**src/rtl/serial_adder.sv**
```systemverilog
// Digit-serial adder/subtractor: LSB digit first, carry held between digits.
// Result, carry-out and signed overflow are presented on a one-cycle done pulse.

module serial_adder_slice #(
  parameter int W = 1
) (
  input  logic [W-1:0] i_a,
  input  logic [W-1:0] i_b,
  input  logic         i_c,
  output logic [W-1:0] o_s,
  output logic         o_c,
  output logic         o_cmsb
);

  logic [W:0] w_c;

  assign w_c[0] = i_c;

  for (genvar i = 0; i < W; i++) begin : g_bit
    logic w_p;
    assign w_p      = i_a[i] ^ i_b[i];
    assign o_s[i]   = w_p ^ w_c[i];
    assign w_c[i+1] = (i_a[i] & i_b[i]) | (w_p & w_c[i]);
  end

  assign o_c    = w_c[W];
  assign o_cmsb = w_c[W-1];

endmodule

module serial_adder #(
  parameter int WIDTH = 8,
  parameter int DIGIT = 1
) (
  input  logic             clk,
  input  logic             rst_n,
  input  logic             start,
  input  logic             sub,
  input  logic [WIDTH-1:0] a,
  input  logic [WIDTH-1:0] b,
  input  logic             cin,
  output logic             busy,
  output logic             done,
  output logic [WIDTH-1:0] sum,
  output logic             cout,
  output logic             ovf
);

  localparam int NDIG = WIDTH / DIGIT;
  localparam int CW   = (NDIG > 1) ? $clog2(NDIG) : 1;
  localparam logic [CW-1:0] LAST = CW'(NDIG - 1);

  localparam logic [1:0] S_IDLE = 2'd0;
  localparam logic [1:0] S_RUN  = 2'd1;
  localparam logic [1:0] S_DONE = 2'd2;

  logic [1:0]       r_state;
  logic [WIDTH-1:0] r_a;
  logic [WIDTH-1:0] r_b;
  logic             r_carry;
  logic [CW-1:0]    r_cnt;
  logic [WIDTH-1:0] r_sum;
  logic             r_cout;
  logic             r_ovf;
  logic             r_busy;
  logic             r_done;

  logic                   w_accept;
  logic                   w_last;
  logic [DIGIT-1:0]       w_ds;
  logic                   w_dc;
  logic                   w_cmsb;
  logic [WIDTH+DIGIT-1:0] w_cat;

  serial_adder_slice #(.W(DIGIT)) u_slice (
    .i_a    (r_a[DIGIT-1:0]),
    .i_b    (r_b[DIGIT-1:0]),
    .i_c    (r_carry),
    .o_s    (w_ds),
    .o_c    (w_dc),
    .o_cmsb (w_cmsb)
  );

  assign w_accept = start &&
                    ((r_state == S_IDLE) || (r_state == S_DONE));
  assign w_last   = (r_cnt == LAST);
  // New digit enters at the top; works even when WIDTH == DIGIT.
  assign w_cat    = {w_ds, r_sum};

  always_ff @(posedge clk or negedge rst_n) begin
    if (!rst_n) begin
      r_state <= S_IDLE;
      r_a     <= '0;
      r_b     <= '0;
      r_carry <= 1'b0;
      r_cnt   <= '0;
      r_sum   <= '0;
      r_cout  <= 1'b0;
      r_ovf   <= 1'b0;
      r_busy  <= 1'b0;
      r_done  <= 1'b0;
    end else begin
      r_done <= 1'b0;
      if (w_accept) begin
        r_a     <= a;
        r_b     <= sub ? ~b : b;
        r_carry <= sub ? ~cin : cin;
        r_cnt   <= '0;
        r_state <= S_RUN;
        r_busy  <= 1'b1;
      end else if (r_state == S_RUN) begin
        r_sum   <= w_cat[WIDTH+DIGIT-1:DIGIT];
        r_a     <= r_a >> DIGIT;
        r_b     <= r_b >> DIGIT;
        r_carry <= w_dc;
        r_cnt   <= r_cnt + CW'(1);
        if (w_last) begin
          r_state <= S_DONE;
          r_busy  <= 1'b0;
          r_done  <= 1'b1;
          r_cout  <= w_dc;
          r_ovf   <= w_cmsb ^ w_dc;
        end
      end else begin
        r_state <= S_IDLE;
      end
    end
  end

  assign busy = r_busy;
  assign done = r_done;
  assign sum  = r_sum;
  assign cout = r_cout;
  assign ovf  = r_ovf;

endmodule

```
**config.mk**
```make
export PLATFORM = sky130hd
export DESIGN_NAME = serial_adder
export DESIGN_NICKNAME = d
export VERILOG_FILES = /design/src/rtl/serial_adder.sv
export SDC_FILE = /design/constraint.sdc
export NUM_CORES = 1
export LEC_CHECK = 0
export CAP_MARGIN = 20
export CORE_MARGIN = 2
export CORE_UTILIZATION = 50
export DETAILED_ROUTE_END_ITERATION = 10
export PLACE_DENSITY = 0.87
export SKIP_LAST_GASP = 1
export SLEW_MARGIN = 20
export SYNTH_ARGS = -nofsm -noshare
export SYNTH_HDL_FRONTEND = slang
export SYNTH_HIERARCHICAL = 1
export SYNTH_SLANG_ARGS = --single-unit
```
**constraint.sdc**
```tcl
create_clock -name clk -period 1.86 [get_ports clk]
set_input_delay 0.372 -clock clk [delete_from_list [all_inputs] [get_ports clk]]
set_output_delay 0.372 -clock clk [all_outputs]
set_load 0.03 [all_outputs]
```
==> run_1/wires.png <==
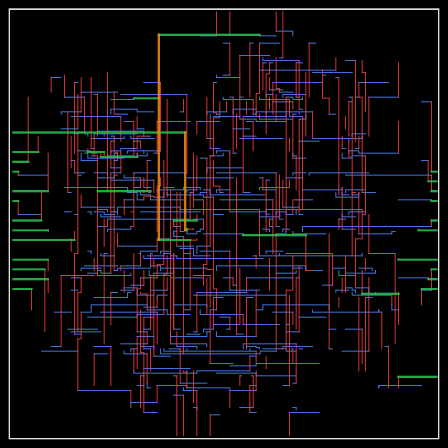
color	layer	wire length
green	metal 3	144 µm
red	metal 2	1,410 µm
blue	metal 1	1,200 µm
orange	metal 4	42.2 µm
overall routed net length: 2797 µm
drt wl/cell: 12.32 µm

==> run_1/placement_by_type.png <==
The bar under the picture is 20 µm long.
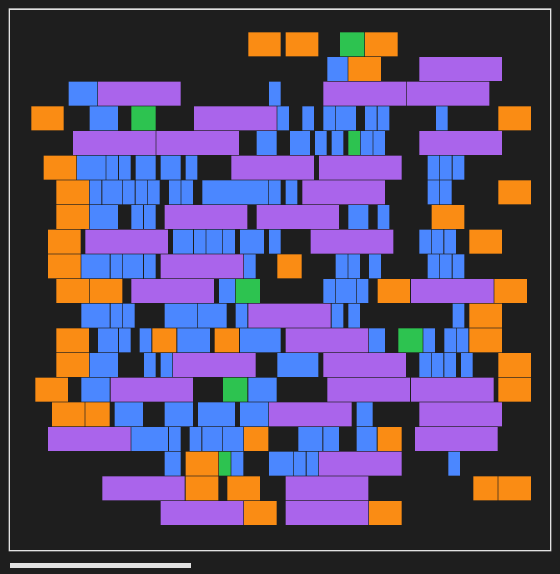
color	class	cells
green	clock drivers and dummy loads	7
blue	combinational and other logic	114
orange	other buffers and delay cells	39
purple	flops	34

==> notes.md, run 1 <==
Synthesis and place-and-route results.

- The run finished with clean final reports.
- Switching power as a fraction of the total was reported as 0.4041.
- The fraction of synthesized area in multiplexers is 0.007299.
- The most common library cell in the layout ignoring fill and taps is sky130_fd_sc_hd__nand2_1.
- The most critical setup path has its endpoint at sum[2].
- Combinational cells consume a total of 1.46 mW.
- Final hold analysis gives a worst-case slack of 444.6 ps.
- The floorplan net count is 183.
- For this design, Yosys synthesis ends with a cell count of 159.
- The capture point of the worst register-to-register path is recorded as r_a[1].
- The pre-CTS setup slack is 246.8 ps.
- Multi-input logic gates represent a cell area share of 0.3140.
- After layout, the inverter instance count without clock inverters stands at 2.
- In the power breakdown, the internal column shows 1.853 mW.
- The cell sequence reported for the critical path is clkdlybuf4s50_1.
- The synthesized design spends more area on one cell type than any other, namely sky130_fd_sc_hd__dfrtp_1.
- In the detailed route, the total length drawn on met3 is 144 µm.
- The number of placement rows is 20.
- In the final layout, the share of cells above drive strength 1 is 0.06701.
- In this run, synthesis produced a sequential element count of 34.
- The die is 59.55 µm wide.
- The top cell family by delay on the critical path is buffers and inverters.
- Summed over all cells, the static leakage comes to 0.8999 nW.
- The proportion of final cell area spent on non-clock buffers is 0.1941.
- The tree is rooted in a sky130_fd_sc_hd__clkbuf_4.
- The count of unresolved DRC violations after routing is 0.
- The library cell contributing the largest single delay on the critical path is sky130_fd_sc_hd__clkdlybuf4s50_1.
- The layout report lists the multi-input gate area as 603.1 µm².
- The number of distinct library cells after synthesis is 25.
- The number of ports placed on the die boundary is 33.
- The number of sinks on the clock net is 34.
- The placed wire-length estimate after detailed placement is 2038 µm.
- In this run, post-CTS hold repair placed 0 buffers.
- In this run the power spent charging and discharging nets is 1.256 mW.
- For reference, the critical path is launched at sum[2].
- Leaving out fill and tap cells, the most frequent cells in the layout are 54 x sky130_fd_sc_hd__nand2_1, 34 x sky130_fd_sc_hd__dfrtp_1, 32 x sky130_fd_sc_hd__clkdlybuf4s50_1.
- The xor/xnor cell area share of the yosys netlist is 0.05677.
- Entering global routing, the biggest net connects 35 pins.
- The main flop type is sky130_fd_sc_hd__dfrtp_1.
- In the setup report, the worst path falls into the class flip-flop to output pin.
- Buffers placed on the I/O ports in this run total 32.
- Per the OpenROAD floorplan log, the area of the die is 3546 µm².
- STA lists the maximum fanout along the critical path as 3.
- The post-route standard cell area excluding fillers is 1921 µm².
- STA classifies the critical path endpoint as an output pin.
- The number of cells on the worst reg-to-reg path is 4.
- The endpoint required time on the critical path is 1490 ps.
- The share of synthesized area in the top cell type comes to 0.5515.
- In this run the vertical extent of the chip is 59.55 µm.
- The power attributed to the clock group is 361 µW.
==> run_1/congestion.png <==
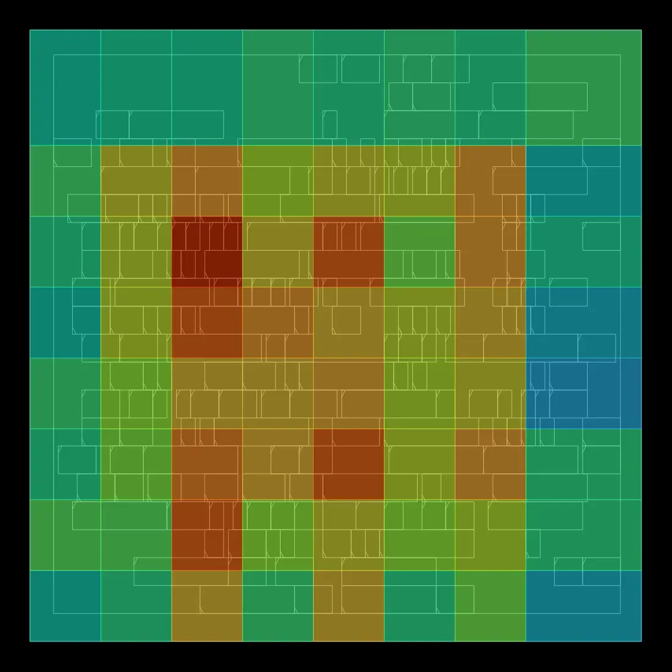
fraction of the core area covered by cells at the end of the flow: 0.6396
met2 track demand over resource: 0.3297
global router's overall resource usage: 0.1841
met3 track demand over resource: 0.06114
GRT busiest layer: met2

==> run_1/clk_routes.png <==
The bar under the picture is 20 µm long.
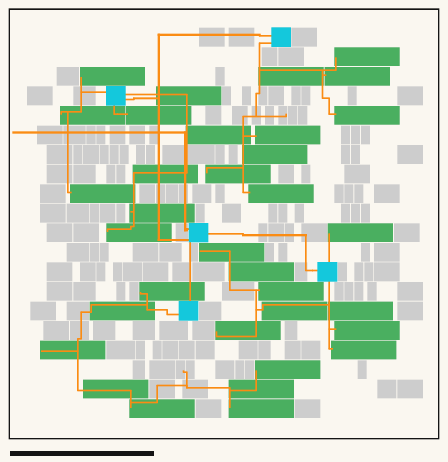

--- run 2 (diff from run 1) ---
CORE_UTILIZATION = 49   (was 50)
PLACE_DENSITY = 0.86   (was 0.87)
SYNTH_HIERARCHICAL = unset   (was 1)
==> run_2/clk_routes.png <==
The bar under the picture is 20 µm long.
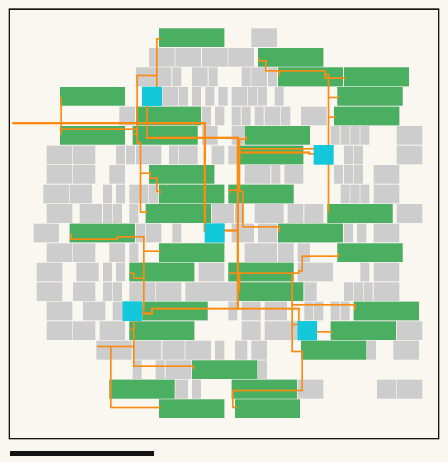
[green] flip-flops | count: 34
[cyan] clock drivers | count: 5
[orange] clock wires | length: 379 µm
routed clock nets	6

==> run_2/placement_by_type.png <==
The bar under the picture is 20 µm long.
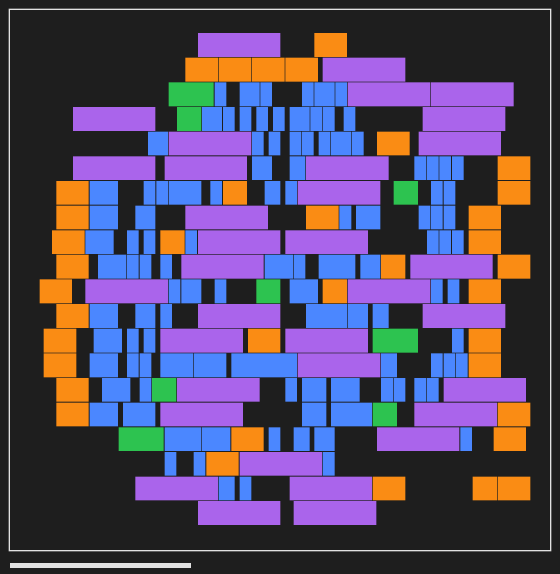
color	class	cells
purple	flops	34
blue	combinational and other logic	110
orange	other buffers and delay cells	37
green	clock drivers and dummy loads	8

==> run 2 against run 1 <==
Against the previous run:
- flip-flop count unchanged
- synthesized cell count down 3.8%
- clock power increased by 38%
- count of clock-buffer cells in the layout is 1 higher
- maximum frequency shrank 1.6%
- global-route usage is 0.98 points higher
- power grew 3.9%
==> notes.md, run 2 <==
Synthesis and place-and-route results.

- The run finished with clean final reports.
- The proportion of final cell area spent on non-clock buffers is 0.1852 (-0.008904).
- The number of placement rows is 20 (unchanged).
- The top cell family by delay on the critical path is buffers and inverters.
- The cts-stage hold buffer count was 0 (unchanged).
- The final core area utilization was 0.6433 (+0.003750).
- In this run the critical register-to-register path is captured at r_a[5].
- The area share of the largest cell type after synthesis was 0.5611 (+0.009556).
- The most heavily used metal layer in global routing is met2.
- The number of register bits inferred by synthesis is 34 (unchanged).
- The endpoint required time on the critical path was 1490 ps (about the same).
- The met3 track demand over resource in global routing is 0.07860 (+0.01747).
- The library cell with the largest summed area after synthesis is sky130_fd_sc_hd__dfrtp_1.
- The vertical die size is 59.63 µm (+0.14%).
- The commonest register cell is sky130_fd_sc_hd__dfrtp_1.
- The largest fanout on the critical path was 3 (unchanged).
- The count of unresolved DRC violations after routing is 0 (unchanged).
- The number of ports placed on the die boundary is 33 (unchanged).
- The final hold slack is 432.2 ps (-12.39 ps).
- The xor/xnor cell area share of the yosys netlist was 0.05776 (+0.0009837).
- The share of the final layout cell area in multi-input gates is 0.3083 (-0.005716).
- The leakage power is 0.8996 nW (about the same).
==> run_2/wires.png <==
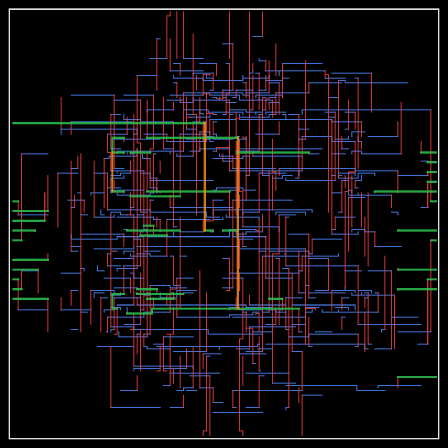
color	layer	wire length
green	metal 3	203 µm
orange	metal 4	44.2 µm
red	metal 2	1,420 µm
blue	metal 1	1,260 µm

--- run 3 (diff from run 2) ---
CTS_CLUSTER_SIZE = 40   (was unset)
==> run_3/power_grid.png <==
The bar under the picture is 20 µm long. Pins as bars on the die edge.
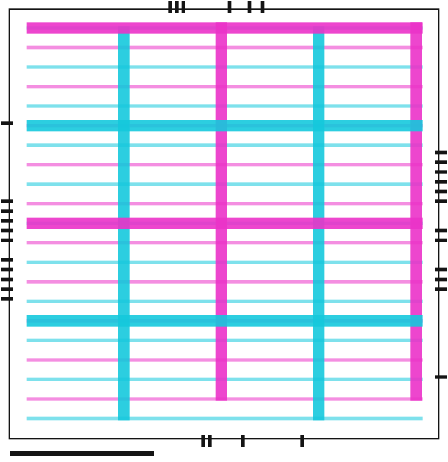
color	net
magenta	VDD
cyan	VSS
met1 rails	21
met5 straps	4
rows	20
area inside the core boundary: 3003 µm²
die boundary height: 59.63 µm
horizontal die dimension: 59.63 µm
highest ir drop seen on vdd: 0.0007530 V

==> run_3/wires.png <==
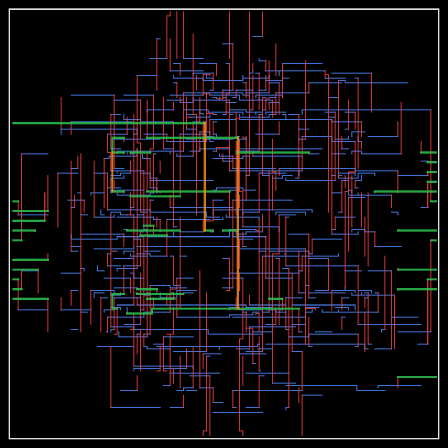
color	layer	wire length
blue	metal 1	1,260 µm
red	metal 2	1,420 µm
green	metal 3	203 µm
orange	metal 4	44.2 µm
global router's overall resource usage: 0.1939
via total after detailed routing: 1,206
drt wl/cell: 13.18 µm

==> run 3 against run 2 <==
Against the previous run:
- synthesized cell count unchanged
- highest routed layer unchanged
- first-iteration DRC count stayed put
- power is the same
- clock skew unchanged
==> notes.md, run 3 <==
Synthesis and place-and-route results.

- The flow ran to the end, and the final reports show no timing, DRC or antenna violations.
- The final routed wirelength across all metal layers is 2926 µm.
- The xor/xnor cell area share of the yosys netlist is 0.05776 (unchanged).
- The fmax is 559.7 MHz.
- The pre-CTS setup slack is 78.87 ps.
- Of the total synthesized cell area, the portion taken by AND-OR and OR-AND cells is 0.1031.
- The number of ports placed on the die boundary is 33 (unchanged).
- Clock buffers in the final layout number 8.
- The count of unresolved DRC violations after routing is 0 (unchanged).
- The top cell family by delay on the critical path is buffers and inverters.
- The count of cells in the finished layout, fillers not included, comes to 222.
- Summing internal, switching and leakage power gives 3.231 mW.
- The delay of the slowest critical-path stage is 680 ps.
- The via count of the first global-routing pass is 1,127.
- The number of buffers inserted by port buffering is 32.
- The cts-stage hold buffer count is 0 (unchanged).
- The most heavily used metal layer in global routing is met2.
- Synthesis produced 153 cells.
- The number of placement rows was 20 (unchanged).
- The largest fanout on the critical path is 3 (unchanged).
- The final hold slack is 432.2 ps (unchanged).
- The proportion of final cell area spent on non-clock buffers was 0.1852 (unchanged).
- The tap cell count is 33.
- Setup slack on the worst reg-to-reg path comes out at 380 ps.
- The number of register bits inferred by synthesis is 34 (unchanged).
- The endpoint required time on the critical path is 1490 ps (about the same).
- The area share of the largest cell type after synthesis came to 0.5611 (unchanged).
- The library cell with the largest summed area after synthesis is sky130_fd_sc_hd__dfrtp_1.
- The root buffer selected by CTS is sky130_fd_sc_hd__clkbuf_4.
- Among all flip-flop cells after synthesis, the most frequent one is sky130_fd_sc_hd__dfrtp_1.
- Before any placement, the netlist area is recorded as 1516 µm².
- The share of the final layout cell area in multi-input gates was 0.3083 (unchanged).
==> run_3/congestion.png <==
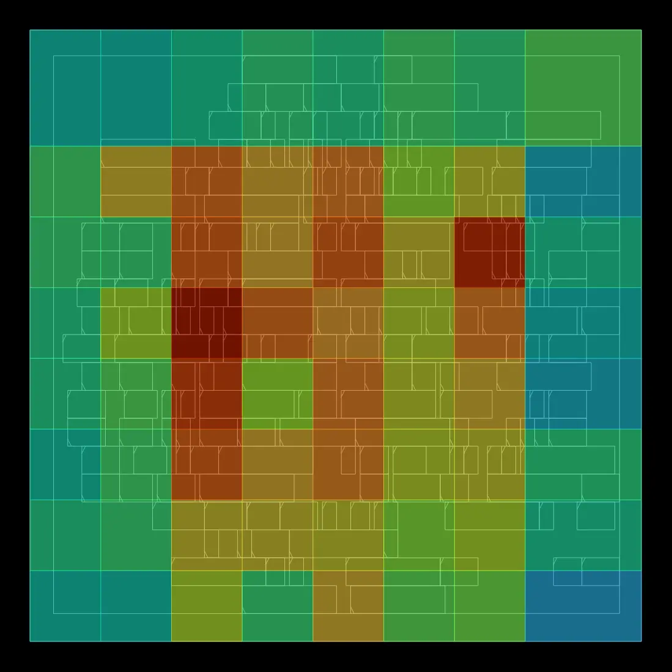
fraction of the core area covered by cells at the end of the flow: 0.6433
met2 track demand over resource: 0.2967
met3 track demand over resource: 0.07860
global routing usage on met1: 0.2489

Power and IR drop assume default switching activity.
